$ cat config.mk
export PLATFORM = sky130hd
export DESIGN_NAME = butterfly_ctrl
export DESIGN_NICKNAME = d
export VERILOG_FILES = /design/src/rtl/butterfly_ctrl.sv
export SDC_FILE = /design/constraint.sdc
export NUM_CORES = 1
export LEC_CHECK = 0
export CAP_MARGIN = 5
export CORE_UTILIZATION = 44
export CTS_CLUSTER_DIAMETER = 120
export DETAILED_ROUTE_END_ITERATION = 8
export HOLD_SLACK_MARGIN = 0.12
export PLACE_DENSITY = 0.75
export SETUP_SLACK_MARGIN = 0.05
export SYNTH_ARGS = -nofsm -noshare
export SYNTH_HDL_FRONTEND = slang
export SYNTH_SLANG_ARGS = --single-unit
$ cat constraint.sdc
create_clock -name clk -period 1.4 [get_ports clk]
set_input_delay 0.21 -clock clk [delete_from_list [all_inputs] [get_ports clk]]
set_output_delay 0.21 -clock clk [all_outputs]
set_load 0.1 [all_outputs]
$ cat src/rtl/butterfly_ctrl.sv
// Sequencing controller for the FFT butterfly operand registers: debounces the
// ReadyIn button and steps the operand loads, compute wait and result display.
module butterfly_ctrl #(
   parameter int DEB = 4,
   parameter int LAT = 3
) (
   input  logic       clk,
   input  logic       Rst,
   input  logic       ReadyIn,
   output logic       load_Rew,
   output logic       load_Imw,
   output logic       load_Reb,
   output logic       load_Imb,
   output logic       load_Rea,
   output logic       load_Ima,
   output logic       start,
   output logic       busy,
   output logic       display_Rez,
   output logic       display_Imz,
   output logic [3:0] stage
);

   localparam logic [3:0] LOAD_REW = 4'd0;
   localparam logic [3:0] LOAD_IMW = 4'd1;
   localparam logic [3:0] LOAD_REB = 4'd2;
   localparam logic [3:0] LOAD_IMB = 4'd3;
   localparam logic [3:0] LOAD_REA = 4'd4;
   localparam logic [3:0] LOAD_IMA = 4'd5;
   localparam logic [3:0] CALC     = 4'd6;
   localparam logic [3:0] SHOW_REZ = 4'd7;
   localparam logic [3:0] SHOW_IMZ = 4'd8;

   localparam int DEB_W = $clog2(DEB + 1);
   localparam int LAT_W = $clog2(LAT + 1);
   localparam logic [DEB_W-1:0] DEB_LAST = DEB_W'(DEB - 1);
   localparam logic [LAT_W-1:0] LAT_LAST = LAT_W'(LAT - 1);

   logic             sync_meta;
   logic             sync;
   logic             acc;
   logic             acc_prev;
   logic [DEB_W-1:0] deb_cnt;
   logic             press;
   logic [3:0]       state;
   logic [LAT_W-1:0] lat_cnt;

   // The accepted level only follows sync after DEB consecutive differing cycles.
   always_ff @(posedge clk) begin
      if (Rst) begin
         sync_meta <= 1'b0;
         sync      <= 1'b0;
         acc       <= 1'b0;
         acc_prev  <= 1'b0;
         deb_cnt   <= '0;
      end else begin
         sync_meta <= ReadyIn;
         sync      <= sync_meta;
         acc_prev  <= acc;
         if (sync != acc) begin
            if (deb_cnt == DEB_LAST) begin
               acc     <= sync;
               deb_cnt <= '0;
            end else begin
               deb_cnt <= deb_cnt + 1'b1;
            end
         end else begin
            deb_cnt <= '0;
         end
      end
   end

   assign press = acc & ~acc_prev;

   // Strobes are registered so each press yields exactly one clean cycle.
   always_ff @(posedge clk) begin
      if (Rst) begin
         state    <= LOAD_REW;
         lat_cnt  <= '0;
         load_Rew <= 1'b0;
         load_Imw <= 1'b0;
         load_Reb <= 1'b0;
         load_Imb <= 1'b0;
         load_Rea <= 1'b0;
         load_Ima <= 1'b0;
         start    <= 1'b0;
      end else begin
         load_Rew <= 1'b0;
         load_Imw <= 1'b0;
         load_Reb <= 1'b0;
         load_Imb <= 1'b0;
         load_Rea <= 1'b0;
         load_Ima <= 1'b0;
         start    <= 1'b0;
         case (state)
            LOAD_REW: if (press) begin load_Rew <= 1'b1; state <= LOAD_IMW; end
            LOAD_IMW: if (press) begin load_Imw <= 1'b1; state <= LOAD_REB; end
            LOAD_REB: if (press) begin load_Reb <= 1'b1; state <= LOAD_IMB; end
            LOAD_IMB: if (press) begin load_Imb <= 1'b1; state <= LOAD_REA; end
            LOAD_REA: if (press) begin load_Rea <= 1'b1; state <= LOAD_IMA; end
            LOAD_IMA: begin
               if (press) begin
                  load_Ima <= 1'b1;
                  start    <= 1'b1;
                  lat_cnt  <= '0;
                  state    <= CALC;
               end
            end
            CALC: begin
               // Presses arriving here are dropped, including on the exit edge.
               if (lat_cnt == LAT_LAST) begin
                  lat_cnt <= '0;
                  state   <= SHOW_REZ;
               end else begin
                  lat_cnt <= lat_cnt + 1'b1;
               end
            end
            SHOW_REZ: if (press) state <= SHOW_IMZ;
            // The twiddle factor stays loaded, so the loop resumes at Reb.
            SHOW_IMZ: if (press) state <= LOAD_REB;
            default: begin
               state   <= LOAD_REW;
               lat_cnt <= '0;
            end
         endcase
      end
   end

   assign busy        = (state == CALC);
   assign display_Rez = (state == SHOW_REZ);
   assign display_Imz = (state == SHOW_IMZ);
   assign stage       = state;

endmodule

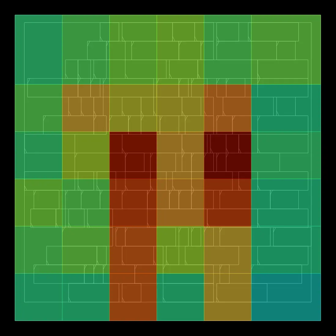
**Above:** run 1 (congestion heat map).
final core utilization: 78.7%
GR Layer Usage met1: 23.2%
busiest grt layer: met2

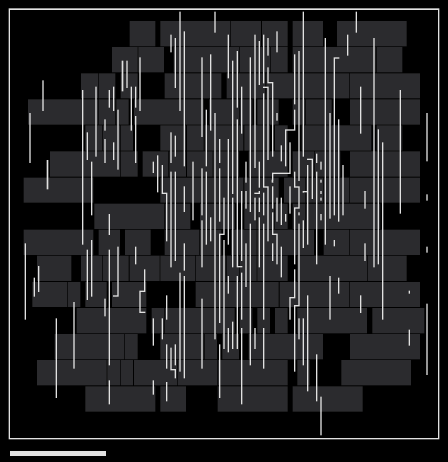
**Above:** run 1 (the metal 2 layer).
Bar = 10 µm. Cells faint in the background.
The longest straight run is 23.8 µm. 106 nets have wire on it. The layer holds 51% of the routed length. The layer carries 928 µm of wire.
Vias: 750
WL final: 1810 µm

==> results_slide.txt, run 1 <==
Key Metrics from the Run

Outcome
  • Status: finished, violations left
  • Failing checks: negative setup slack

Setup path
  • Critical Path AT: 1.25 ns
  • WS Path Type: register to primary output
  • Crit end category: primary output
  • Crit. path cell count: 3
  • Worst R2R Path Depth: 6
  • Reg2reg end: stage[0]

Job
  • Count of tool warnings: 29
  • Max Cap Viol: 0

Detailed routing
  • M1 WL: 720 µm
  • WL met3: 109 µm
  • Top Layer Used: met4
  • Via density: 5.21

Placed design
  • PortBufs: 16
  • DP HPWL: 1060 µm

STA
  • Worst setup margin: -0.0560 ns
  • Clock skew: 0.00248 ns
  • Fmax: 0.687 GHz
  • RSZ-0062 raised after global routing: yes
  • # setup viols final: 4

Yosys
  • Cell variety after synth: 34
  • Top-count cell post-synth: dfxtp_1
  • Yosys Instances: 87
  • Synth top area share: 47.6%
  • XOR Share, Synth: 2.19%
  • Synth cell count leaders: 19 x dfxtp_1, 12 x nor2_1, 7 x nand3_1
  • Synthesized area: 800 µm²
  • Mean Syn Cell Area: 9.19 µm²

Floorplan
  • Die Height: 44.6 µm

Power and ir drop
  • Logic pwr share: 8.7%
  • Switching Fraction: 24.8%
  • Clock group: 283 µW
  • Peak supply drop: 761 µV

Final layout
  • Antenna Diode Count: 0
  • Top cells excl fill/tap: 15 x buf_4, 14 x dfxtp_1, 14 x buf_12
  • Leading cell category by total area: buffers
  • Comb_multi_in: 56
  • Syn-to-layout area delta: 68.1%

Clocking
  • Hold_buf cts: 0
  • Clock transition at the registers of the reported paths: 0.11 ns
  • Clock Path Buffers: 2
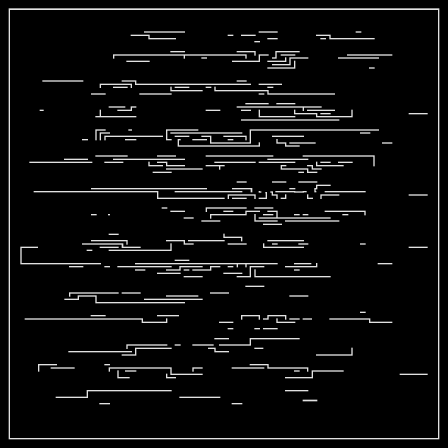
**Above:** run 1 (met1 routing).
108 nets have wire on it. The longest straight run is 14.7 µm. The wires run mostly horizontal.

## Run 2: what changed since run 1
--- a/config.mk
+++ b/config.mk
@@ -6,11 +6,11 @@
 export NUM_CORES = 1
 export LEC_CHECK = 0
 export CAP_MARGIN = 5
-export CORE_UTILIZATION = 44
+export CORE_UTILIZATION = 47
 export CTS_CLUSTER_DIAMETER = 120
 export DETAILED_ROUTE_END_ITERATION = 8
 export HOLD_SLACK_MARGIN = 0.12
-export PLACE_DENSITY = 0.75
+export PLACE_DENSITY = 0.79
 export SETUP_SLACK_MARGIN = 0.05
 export SYNTH_ARGS = -nofsm -noshare
 export SYNTH_HDL_FRONTEND = slang
==> results_slide.txt, run 2 <==
Key Metrics from the Run

Job
  • Count of tool warnings: 29
  • Max Cap Viol: 0

Floorplan
  • Die Height: 43.2 µm

Yosys
  • Cell variety after synth: 34
  • Yosys Instances: 87
  • Synthesized area: 800 µm²
  • Adders+Majority by Area: 3.13%
  • XOR Share, Synth: 2.19%
  • Top-count cell post-synth: dfxtp_1
  • Synth top area share: 47.6%
  • Mean Syn Cell Area: 9.19 µm²
  • Synth cell count leaders: 19 x dfxtp_1, 12 x nor2_1, 7 x nand3_1

Final layout
  • Comb_multi_in: 56
  • Leading cell category by total area: buffers
  • Top cells excl fill/tap: 18 x buf_4, 15 x buf_12, 14 x dfxtp_1
  • Syn-to-layout area delta: 70.1%
  • Antenna Diode Count: 0

Clocking
  • Clock Path Buffers: 2
  • Hold_buf cts: 0
  • Clock transition at the registers of the reported paths: 0.11 ns

Placed design
  • PortBufs: 16

Outcome
  • Failing checks: negative setup slack
  • Status: finished, violations left

STA
  • Fmax: 0.673 GHz
  • Worst setup margin: -0.0850 ns
  • # setup viols final: 3

GRT
  • Busiest grt layer: met2
  • GR Layer Usage met1: 29.6%

Power and ir drop
  • Switching Fraction: 24.4%
  • Clock group: 270 µW
  • Peak supply drop: 654 µV
  • Logic pwr share: 10.2%

Detailed routing
  • Via density: 5.66
  • M1 WL: 848 µm
  • Top Layer Used: met4

Setup path
  • Crit. path cell count: 3
  • Reg2reg end: stage[0]
  • Worst R2R Path Depth: 5
  • Crit end category: primary output
  • WS Path Type: register to primary output
  • Critical Path AT: 1.28 ns
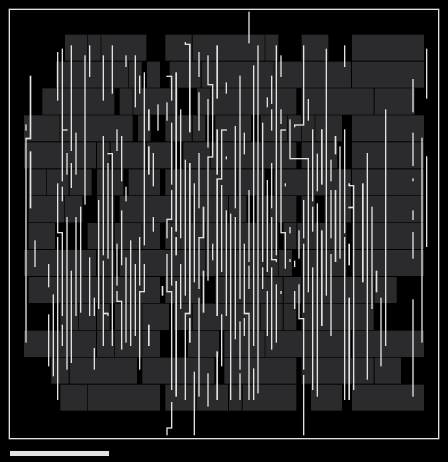
**Above:** run 2 (the metal 2 layer).
Bar = 10 µm. Cells faint in the background.
The layer holds 56% of the routed length. 115 nets have wire on it. The wires run mostly vertical.
WL final: 2320 µm
Vias: 781
global routing usage on met2: 49.3%

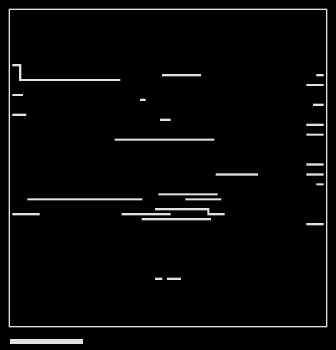
**Above:** run 2 (metal 3).
Bar = 10 µm.
The layer carries 119 µm of wire. 23 nets have wire on it. The layer holds 5.1% of the routed length.
met3 Track Usage GR: 5.96%

## Run 3: what changed since run 2
--- a/config.mk
+++ b/config.mk
@@ -11,6 +11,7 @@
 export DETAILED_ROUTE_END_ITERATION = 8
 export HOLD_SLACK_MARGIN = 0.12
 export PLACE_DENSITY = 0.79
+export REMOVE_ABC_BUFFERS = 1
 export SETUP_SLACK_MARGIN = 0.05
 export SYNTH_ARGS = -nofsm -noshare
 export SYNTH_HDL_FRONTEND = slang
==> constraint.sdc (replaced) <==
create_clock -name clk -period 1.4 [get_ports clk]
set_input_delay 0.28 -clock clk [delete_from_list [all_inputs] [get_ports clk]]
set_output_delay 0.28 -clock clk [all_outputs]
set_load 0.1 [all_outputs]
==> results_slide.txt, run 3 <==
Key Metrics from the Run

Yosys
  • XOR Share, Synth: 2.19%
  • Synth top area share: 47.6%
  • Synthesized area: 800 µm²
  • Adders+Majority by Area: 3.13%
  • Yosys Instances: 87

Power and ir drop
  • Peak supply drop: 741 µV

Job
  • Count of tool warnings: 27

Outcome
  • Status: finished, violations left
  • Failing checks: negative setup slack

Placed design
  • DP HPWL: 1320 µm
  • PortBufs: 16

Detailed routing
  • WL met3: 171 µm
  • Via density: 5.96

GRT
  • GR Layer Usage met1: 30.2%

Setup path
  • Crit end category: primary output
  • Worst R2R Path Depth: 6

Final layout
  • Comb_multi_in: 56
  • Final core utilization: 91.8%
  • Top cells excl fill/tap: 15 x buf_12, 13 x dfxtp_1, 12 x buf_4
  • Syn-to-layout area delta: 77.0%

STA
  • Worst setup margin: -0.238 ns
  • Clock skew: 0.00354 ns
  • # setup viols final: 4

Floorplan
  • Die Height: 43.2 µm

Clocking
  • Clock Path Buffers: 2
  • Hold_buf cts: 0
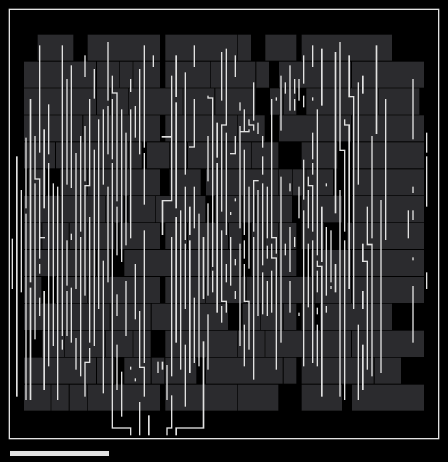
**Above:** run 3 (the metal 2 layer).
Bar = 10 µm. Cells faint in the background.
The wires run mostly vertical. The layer carries 1480 µm of wire. 121 nets have wire on it.
global routing usage on met2: 51.0%
Vias: 829
WL final: 2900 µm

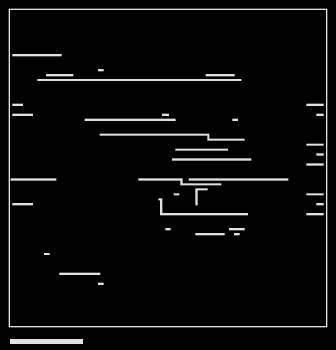
**Above:** run 3 (metal 3).
Bar = 10 µm.
The layer holds 5.9% of the routed length. The longest straight run is 27.6 µm.
met3 Track Usage GR: 5.53%

Power is estimated from default activity; no workload was simulated.
